Design farbborg_scan, sky130hd; sources not shown.
Figure 1. M1 wires.
Scale bar: 20 um. Cells faint in the background.
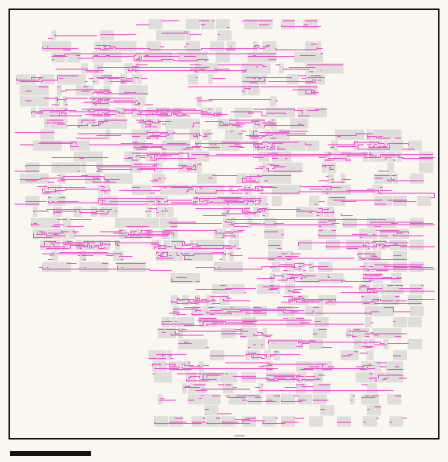
nets with wire on the layer	528
main direction	horizontal
longest straight run	52.0 um
share of all routed wire	49%
wire length on this layer	4170 um
routed wire length: 8560 um
global routing usage on met1: 20.9%

Figure 2. Met2 routing.
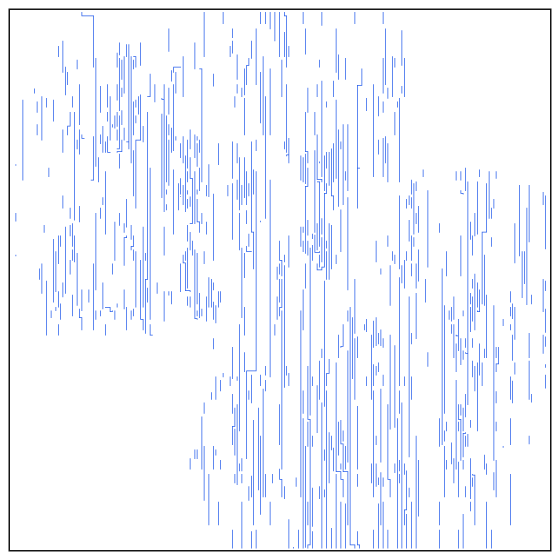
share of all routed wire	48%
wire length on this layer	4110 um
main direction	vertical
nets with wire on the layer	473
longest straight run	46.4 um
met2 Resource Use GR: 28.7%
overall via count from detail_route: 2979

Figure 3. M3 wires.
Scale bar: 20 um.
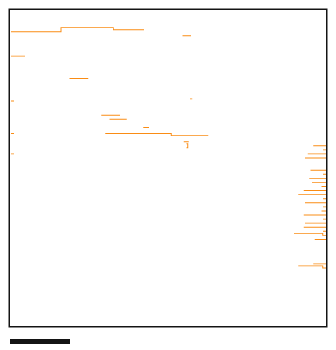
wire length on this layer	221 um
longest straight run	21.8 um
nets with wire on the layer	36
main direction	horizontal
GR Layer Usage met3: 2.23%

Figure 4. Drive-strength map.
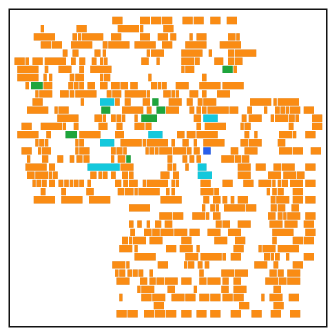
colour	size	cells
orange	_0 and _1 cells	448
blue	_3 and _4 cells	1
green	_2 cells	8
cyan	_6 and larger	7
final instance area: 0.00424 sq mm
final worst slack: 0.181 ns
layout overhead on the synthesized area: 32.0%

==> impl_table.tex <==
% Yosys + OpenROAD metrics
\begin{tabular}{lr}
\hline
Metric & Value \\
\hline
\multicolumn{2}{l}{\textbf{Setup path}} \\
\quad Worst Setup End Kind & output pin \\
\quad Worst Reg2Reg Path Length in Cells & 5 \\
\quad Total stage count of the critical path & 5 \\
\multicolumn{2}{l}{\textbf{Final layout}} \\
\quad Register fraction of the total cell area & 20.3\% \\
\quad Top library cells by usage in the layout, fill and taps aside & sky130\_fd\_sc\_hd\_\_clkdlybuf4s50\_1, sky130\_fd\_sc\_hd\_\_ha\_1, sky130\_fd\_sc\_hd\_\_dfxtp\_1, sky130\_fd\_sc\_hd\_\_inv\_1, sky130\_fd\_sc\_hd\_\_a21oi\_1 \\
\quad Most numerous logic cell after layout & sky130\_fd\_sc\_hd\_\_clkdlybuf4s50\_1 \\
\quad Number of clock-tree buffers in the layout & 5 \\
\multicolumn{2}{l}{\textbf{Synth}} \\
\quad Number of synthesized register bits & 43 \\
\quad Net count after synthesis & 497 \\
\quad Cell accounting for the most synthesized area & sky130\_fd\_sc\_hd\_\_dfxtp\_1 \\
\quad Cell count after synthesis & 383 \\
\quad Mux area share & 2.88\% \\
\quad Comb area leader & adder cells \\
\quad Mean Syn Cell Area & 8.39 sq um \\
\multicolumn{2}{l}{\textbf{Timing}} \\
\quad Max Freq & 258 MHz \\
\quad Slew HR & 50.6\% \\
\quad Unrepaired setup endpoints after global routing & no \\
\multicolumn{2}{l}{\textbf{Power}} \\
\quad Sum of internal, switching and leakage power & 913 uW \\
\quad Net switching power figure & 225 uW \\
\quad Power consumed by sequential cells & 425 uW \\
\multicolumn{2}{l}{\textbf{Drt}} \\
\quad Number of nets still failing antenna checks after routing & 0 \\
\quad Routed wire length on met3 & 221 um \\
\multicolumn{2}{l}{\textbf{Run status}} \\
\quad Status & finished, final reports clean \\
\multicolumn{2}{l}{\textbf{Die}} \\
\quad I/O pin total & 74 \\
\multicolumn{2}{l}{\textbf{Clock tree}} \\
\quad Number of CTS-inserted buffers & 5 \\
\quad Post-CTS Hold Buffers & 0 \\
\hline
\end{tabular}
No activity file was given, so power comes from the tool's default toggle rates.
